layer_met1.png
The bar under the picture is 20 microns long. Supply wires on this layer in gray.
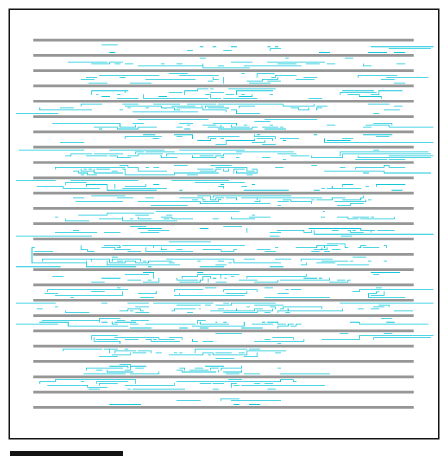
layer_met2.png
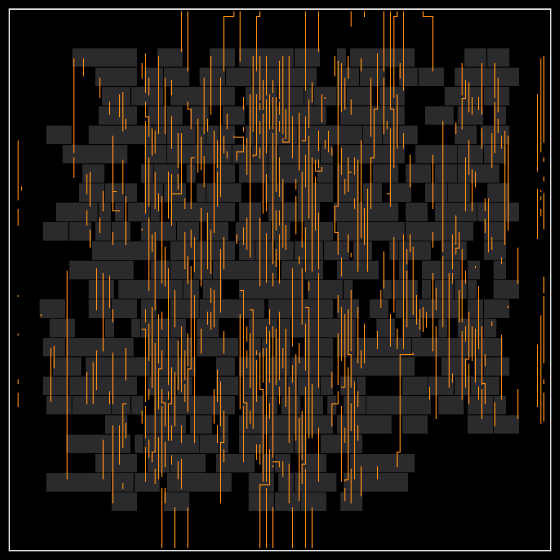
layer_met3.png
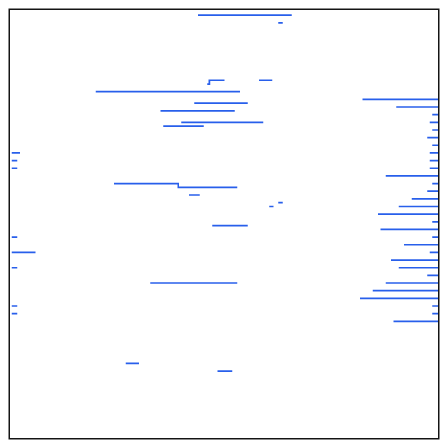
congestion.png
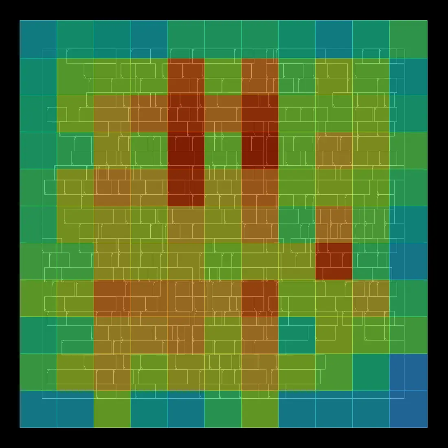
metal_density.png
The die is cut into 15 by 15 equal tiles; dark blue is low, red is high, scaled to the fullest tile. Values are wire area over tile area, all layers added.
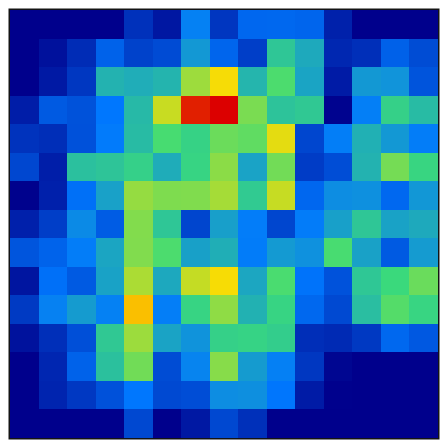
<file path="config.mk">
export PLATFORM = sky130hd
export DESIGN_NAME = hazard_control
export DESIGN_NICKNAME = d
export VERILOG_FILES = /design/src/rtl/hazard_pkg.sv /design/src/rtl/hazard_control_sat_counter.sv /design/src/rtl/hazard_control.sv
export SDC_FILE = /design/constraint.sdc
export NUM_CORES = 1
export LEC_CHECK = 0
export CAP_MARGIN = 10
export CORE_MARGIN = 4
export CORE_UTILIZATION = 42
export CTS_CLUSTER_SIZE = 8
export DETAILED_ROUTE_END_ITERATION = 7
export HOLD_SLACK_MARGIN = 0.06
export MAX_ROUTING_LAYER = met4
export PLACE_DENSITY = 0.72
export SLEW_MARGIN = 0
export SYNTH_ARGS = -nofsm -noshare
export SYNTH_HDL_FRONTEND = slang
export SYNTH_SLANG_ARGS = --single-unit
</file>
<file path="constraint.sdc">
create_clock -name i_clk -period 1.7 [get_ports i_clk]
set_input_delay 0.17 -clock i_clk [delete_from_list [all_inputs] [get_ports i_clk]]
set_output_delay 0.17 -clock i_clk [all_outputs]
set_load 0.01 [all_outputs]
</file>
<file path="src/rtl/hazard_pkg.sv">
// Shared opcodes, bubble encoding and FSM state type for the hazard controller.
package hazard_pkg;

    localparam logic [4:0] OP_BNE    = 5'b10011;
    localparam logic [4:0] OP_BE     = 5'b10100;
    localparam logic [4:0] OP_BNER   = 5'b10101;
    localparam logic [4:0] OP_BER    = 5'b10110;
    localparam logic [4:0] OP_J      = 5'b10111;
    localparam logic [4:0] OP_JR     = 5'b11000;
    localparam logic [4:0] OP_LI     = 5'b11001;
    localparam logic [4:0] OP_LOAD   = 5'b11010;
    localparam logic [4:0] OP_STORE  = 5'b11011;
    localparam logic [4:0] BUBBLE_OP = 5'h1f;

    // 2'd3 is unused; the FSM steers it back to ST_RUN.
    typedef enum logic [1:0] {
        ST_RUN   = 2'd0,
        ST_STALL = 2'd1,
        ST_FLUSH = 2'd2
    } state_t;

    // Register-compare branches resolved in ID (ber/bner).
    function automatic logic is_reg_branch(input logic [4:0] op);
        return (op == OP_BER) || (op == OP_BNER);
    endfunction

endpackage

</file>
<file path="src/rtl/hazard_control_sat_counter.sv">
// Saturating up-counter: counts INC pulses and sticks at all-ones.
module sat_counter #(
    parameter int W = 16
) (
    input  logic         i_clk,
    input  logic         i_rst,
    input  logic         i_inc,
    output logic [W-1:0] o_q
);

    logic [W-1:0] r_q;

    // Increment on request unless already at the ceiling.
    always_ff @(posedge i_clk or posedge i_rst) begin
        // NOTE: clocked state uses non-blocking assignments so every register
        // samples pre-edge values regardless of block ordering.
        if (i_rst)
            r_q <= '0;
        else if (i_inc && (r_q != {W{1'b1}}))
            r_q <= r_q + W'(1);
    end

    assign o_q = r_q;

endmodule

</file>
<file path="src/rtl/hazard_control.sv">
// Pipeline interlock/flush controller: load-to-ID-branch bubble, ID and MEM
// redirects, plus saturating cost counters.
module hazard_control
    import hazard_pkg::*;
#(
    parameter int CNT_W = 16
) (
    input  logic             i_clk,
    input  logic             i_rst,
    input  logic [4:0]       i_ifid_opcode,
    input  logic [2:0]       i_ifid_rd_addr,
    input  logic [2:0]       i_ifid_r2_addr,
    input  logic [4:0]       i_idex_opcode,
    input  logic [2:0]       i_idex_rd_addr,
    input  logic             i_id_branch_taken,
    input  logic             i_mem_branch_taken,
    output logic             o_pc_we,
    output logic             o_ifid_we,
    output logic             o_ifid_flush,
    output logic             o_idex_flush,
    output logic             o_exmem_flush,
    output logic             o_stall_active,
    output logic [CNT_W-1:0] o_stall_count,
    output logic [CNT_W-1:0] o_flush_count
);

    state_t r_state;
    state_t w_next;
    logic   w_lu_haz;
    logic   w_inc_stall;
    logic   w_inc_flush;

    // A load in EX feeding an ID-resolved compare/jump cannot be forwarded in time.
    assign w_lu_haz = (i_idex_opcode == OP_LOAD) &&
                      ((is_reg_branch(i_ifid_opcode) &&
                        ((i_ifid_rd_addr == i_idex_rd_addr) ||
                         (i_ifid_r2_addr == i_idex_rd_addr))) ||
                       ((i_ifid_opcode == OP_JR) &&
                        (i_ifid_r2_addr == i_idex_rd_addr)));

    // State register; reset forces RUN asynchronously from any state.
    always_ff @(posedge i_clk or posedge i_rst) begin
        if (i_rst)
            r_state <= ST_RUN;
        else
            r_state <= w_next;
    end

    // Next-state and control decode: MEM redirect > load-use stall > ID redirect.
    always_comb begin
        // NOTE: every output gets a default first so no path leaves one
        // unassigned, which would otherwise infer a latch.
        w_next        = ST_RUN;
        o_pc_we       = 1'b1;
        o_ifid_we     = 1'b1;
        o_ifid_flush  = 1'b0;
        o_idex_flush  = 1'b0;
        o_exmem_flush = 1'b0;
        w_inc_stall   = 1'b0;
        w_inc_flush   = 1'b0;

        case (r_state)
            ST_RUN: begin
                if (i_mem_branch_taken) begin
                    o_ifid_flush  = 1'b1;
                    o_idex_flush  = 1'b1;
                    o_exmem_flush = 1'b1;
                    w_next        = ST_FLUSH;
                    w_inc_flush   = 1'b1;
                end else if (w_lu_haz) begin
                    // The ID redirect is ignored: its operand is still stale.
                    o_pc_we      = 1'b0;
                    o_ifid_we    = 1'b0;
                    o_idex_flush = 1'b1;
                    w_next       = ST_STALL;
                    w_inc_stall  = 1'b1;
                end else if (i_id_branch_taken) begin
                    o_ifid_flush = 1'b1;
                    w_inc_flush  = 1'b1;
                end
            end
            ST_STALL: begin
                // Load now sits in EX/MEM where forwarding covers it.
                if (i_mem_branch_taken) begin
                    o_ifid_flush  = 1'b1;
                    o_idex_flush  = 1'b1;
                    o_exmem_flush = 1'b1;
                    w_next        = ST_FLUSH;
                    w_inc_flush   = 1'b1;
                end else if (i_id_branch_taken) begin
                    o_ifid_flush = 1'b1;
                    w_inc_flush  = 1'b1;
                end
            end
            ST_FLUSH: begin
                // Affected stages hold bubbles, so every request is masked.
                w_next = ST_RUN;
            end
            default: begin
                w_next = ST_RUN;
            end
        endcase

        // Hold the pipeline frozen and bubbled while reset is asserted.
        if (i_rst) begin
            o_pc_we       = 1'b0;
            o_ifid_we     = 1'b0;
            o_ifid_flush  = 1'b1;
            o_idex_flush  = 1'b1;
            o_exmem_flush = 1'b1;
            w_inc_stall   = 1'b0;
            w_inc_flush   = 1'b0;
        end
    end

    assign o_stall_active = (r_state == ST_STALL);

    sat_counter #(.W(CNT_W)) u_stall_cnt (
        .i_clk (i_clk),
        .i_rst (i_rst),
        .i_inc (w_inc_stall),
        .o_q   (o_stall_count)
    );

    sat_counter #(.W(CNT_W)) u_flush_cnt (
        .i_clk (i_clk),
        .i_rst (i_rst),
        .i_inc (w_inc_flush),
        .o_q   (o_flush_count)
    );

endmodule

</file>
==> flow_summary.ini <==
; synthesis and place-and-route metrics
[yosys]
edf_count = 0
synth_top_area_share = 0.4373
synthesis.area_sq_um = 1946
synth.avg_cell_area_sq_um = 10.57
numSynthFlops = 34
synthDistinctLibCells = 37
ys_seq_share = 0.4373
top_cell = dfrtp_1
yosysChipArea_sq_um = 1946
area_leaders = dfrtp_1, xor2_1, xnor2_1
synthTopCellsByCount = dfrtp_1, xor2_1, nor2_1
yosys_warnings = 0
flop_cell = dfrtp_1

[global_route]
gr-usage-all-layers = 0.1849
gr-total-overflow = 0
grt_antenna_before_repair = 0
grt_pass1_vias = 1773

[run]
warnings = 29
maxCapViolations = 0

[timing]
setup_slack_ns = -0.09814
period_used_share = 1.058
setup_viol_count_final = 16
maxSlewViolCount = 0
worst_pin_slew_ns = 0.4750
fmax_ghz = 0.5561
rsz0062_at_grt = yes
skew_ns = 0.005257
min_period_ns = 1.798

[cells_and_area]
nets = 316
drive_gt1_frac = 0.3767
area_growth_pct = 67.52
antenna_cells = 0

[status]
status = complete, but fails checks
violations = setup timing

[worst_setup_path]
reg2reg_from = r_state[0]
cp.required_ns = 1.53
timing.reg2reg.setup_slack_ns = -0.09
end_kind = output pin
worst-r2r-cell-count = 6
crit_type = flop to output pin
setup.worst_path.start_class = flop
crit_path_max_fanout = 2

[placed_design]
io_buffers = 60
dp_hpwl_microns = 3733
dpl_worst_slack_ns = -0.6345
place_congestion = 0.8200

[clock_tree]
cts_root_buf = clkbuf_8
path_clk_slew_ns = 0.07
clock_latency_ns = 0.28
postCtsHoldBufs = 0

[floorplanning]
initCoreUtil = 0.4408
core_area_sq_um = 4414
die_y_microns = 76.06

[routing]
drtIter0Drc = 53
ant_nets = 0

[hold_path]
holdCritPathClass = primary input to asynchronous set/reset pin

[pwr]
power_per_cell_area_nw_per_um2 = 758.9
p_leak_nw = 1.519
max-vdd-ir-drop_uv = 650.9
About layer_met1.png:
main direction: horizontal
nets with wire on the layer: 283
longest straight run: 21.6 microns
share of all routed wire: 45%
WL final: 5287 microns
met1 Resource Use GR: 0.2448
DR vias: 1795

About layer_met2.png:
longest straight run: 29.2 microns
main direction: vertical
nets with wire on the layer: 288
wire length on this layer: 2480 microns

About layer_met3.png:
nets with wire on the layer: 50
longest straight run: 25.3 microns
share of all routed wire: 5.5%

About congestion.png:
Most Crowded Layer GR: met2
grt met2 use: 0.2808
Avg WL per Cell: 15.37 microns
fin util: 0.7384

About metal_density.png:
tiles over half the peak: 15%
emptiest ninth of the die: lower right
mean over tiles: 0.15
nearly empty tiles: 14%
fullest tile: 0.52

layout by cell type, fill, tap and decap left out, types with 2 or more instances in the layout:
master	instances
and3_1	2
buf_2	4
buf_4	35
buf_6	7
clkbuf_8	6
clkdlybuf4s50_1	45
dfrtp_1	31
dfrtp_2	3
dlygate4sd2_1	9
inv_1	10
mux2_4	3
nand2_1	12
nand2b_4	2
nand3_1	13
nand4_1	9
nor2_1	7
nor2_2	5
nor2_4	4
nor3_1	2
nor3_2	5
nor3_4	12
nor4_4	4
xnor2_1	11
xor2_1	20
xor2_2	3
cells by family (layout without fill, tap and decap cells):
logic type	Yosys count	after routing	share of synthesized area
adders and majority gates	2	2	0.01286
and+or+nand+nor	90	91	0.3016
muxes	3	3	0.01736
buffers and inverters	14	121	0.03666
xor gates and xnor gates	35	35	0.1576
DFF	34	34	0.4373
AOI/OAI and AO/OA	6	6	0.03665
how the worst max path moves through the flow:
stage / cells past startpoint / start / slack, ns / endpoint
6_report: 7 / r_state[0] / -0.1 / o_ifid_we
5_1_grt: 7 / r_state[0] / -0.21 / o_ifid_we
4_1_cts: 7 / r_state[0] / -0.11 / o_ifid_we
3_5_place_dp: 8 / i_ifid_opcode[2] / -0.63 / o_ifid_we
3_3_place_gp: 8 / i_ifid_opcode[2] / -0.56 / o_ifid_we
2_1_floorplan: 6 / u_flush_cnt.o_q[1] / -0.02 / u_flush_cnt.o_q[1]
worst max-delay path, stage by stage, from the launching register on:
cell	delay, ns
dfrtp_1	0.38
nand4bb_1	0.21
nor3_2	0.16
o211a_1	0.20
inv_2	0.05
nor3_4	0.14
nor2_2	0.07
buf_2	0.14
metrics by stage:
| stage | cells | setup TNS [ns] | hold WS, ns | area (sq um) | utilization |
|---|---|---|---|---|---|
| after floorplan | 184 | -0.01800 | 0.2533 | 1974 | - |
| final | 344 | -0.6714 | 0.3965 | 3259 | 0.7384 |
| after detailed placement | 331 | -13.16 | 0.4936 | 2895 | 0.6559 |
| after global placement | 331 | -11.60 | 0.4779 | 2895 | 0.6559 |
| after CTS | 343 | -1.006 | 0.3932 | 3090 | 0.7001 |
| after global routing | 344 | -3.920 | 0.4741 | 3259 | 0.7384 |
power breakdown:
part	total [W]	leakage (nW)	internal, W	switching, W
Clock	0.000623	0.0482	0.000327	0.000296
Combinational	0.000843	1.05	0.000459	0.000384
Sequential	0.00101	0.425	0.000913	0.0000952
Total	0.00247	1.52	0.00170	0.000775
routing by layer:
| layer | vias to the layer above | part of all wire |
|---|---|---|
| met4 | 0 | 0.022 |
| met1 | 868 | 0.45 |
| met5 | - | 0 |
| met2 | 67 | 0.47 |
| li1 | 852 | - |
| met3 | 8 | 0.054 |
what timing repair did:
item / 4_1_cts / 5_1_grt
setup buffers: 3 / 1
pin swaps: 10 / 29
gates cloned: 1 / 0
gates resized: 49 / 34
endpoints found under the setup margin: 30 / 37
area by class of cell:
cell class,count,area [sq um]
clock inverters,1,5.005
repair buffers,102,905.9
clock buffers,7,86.33
fillers,319,1155
inverters,11,41.29
multi-input cells,137,1301
well taps,52,65.06
flip-flops and latches,34,854.6
flip-flops by register name (all words and copies together), names as in the netlist:
register,cells
u_stall_cnt.o_q,16
r_state,2
u_flush_cnt.o_q,16
Power is estimated from default activity; no workload was simulated.
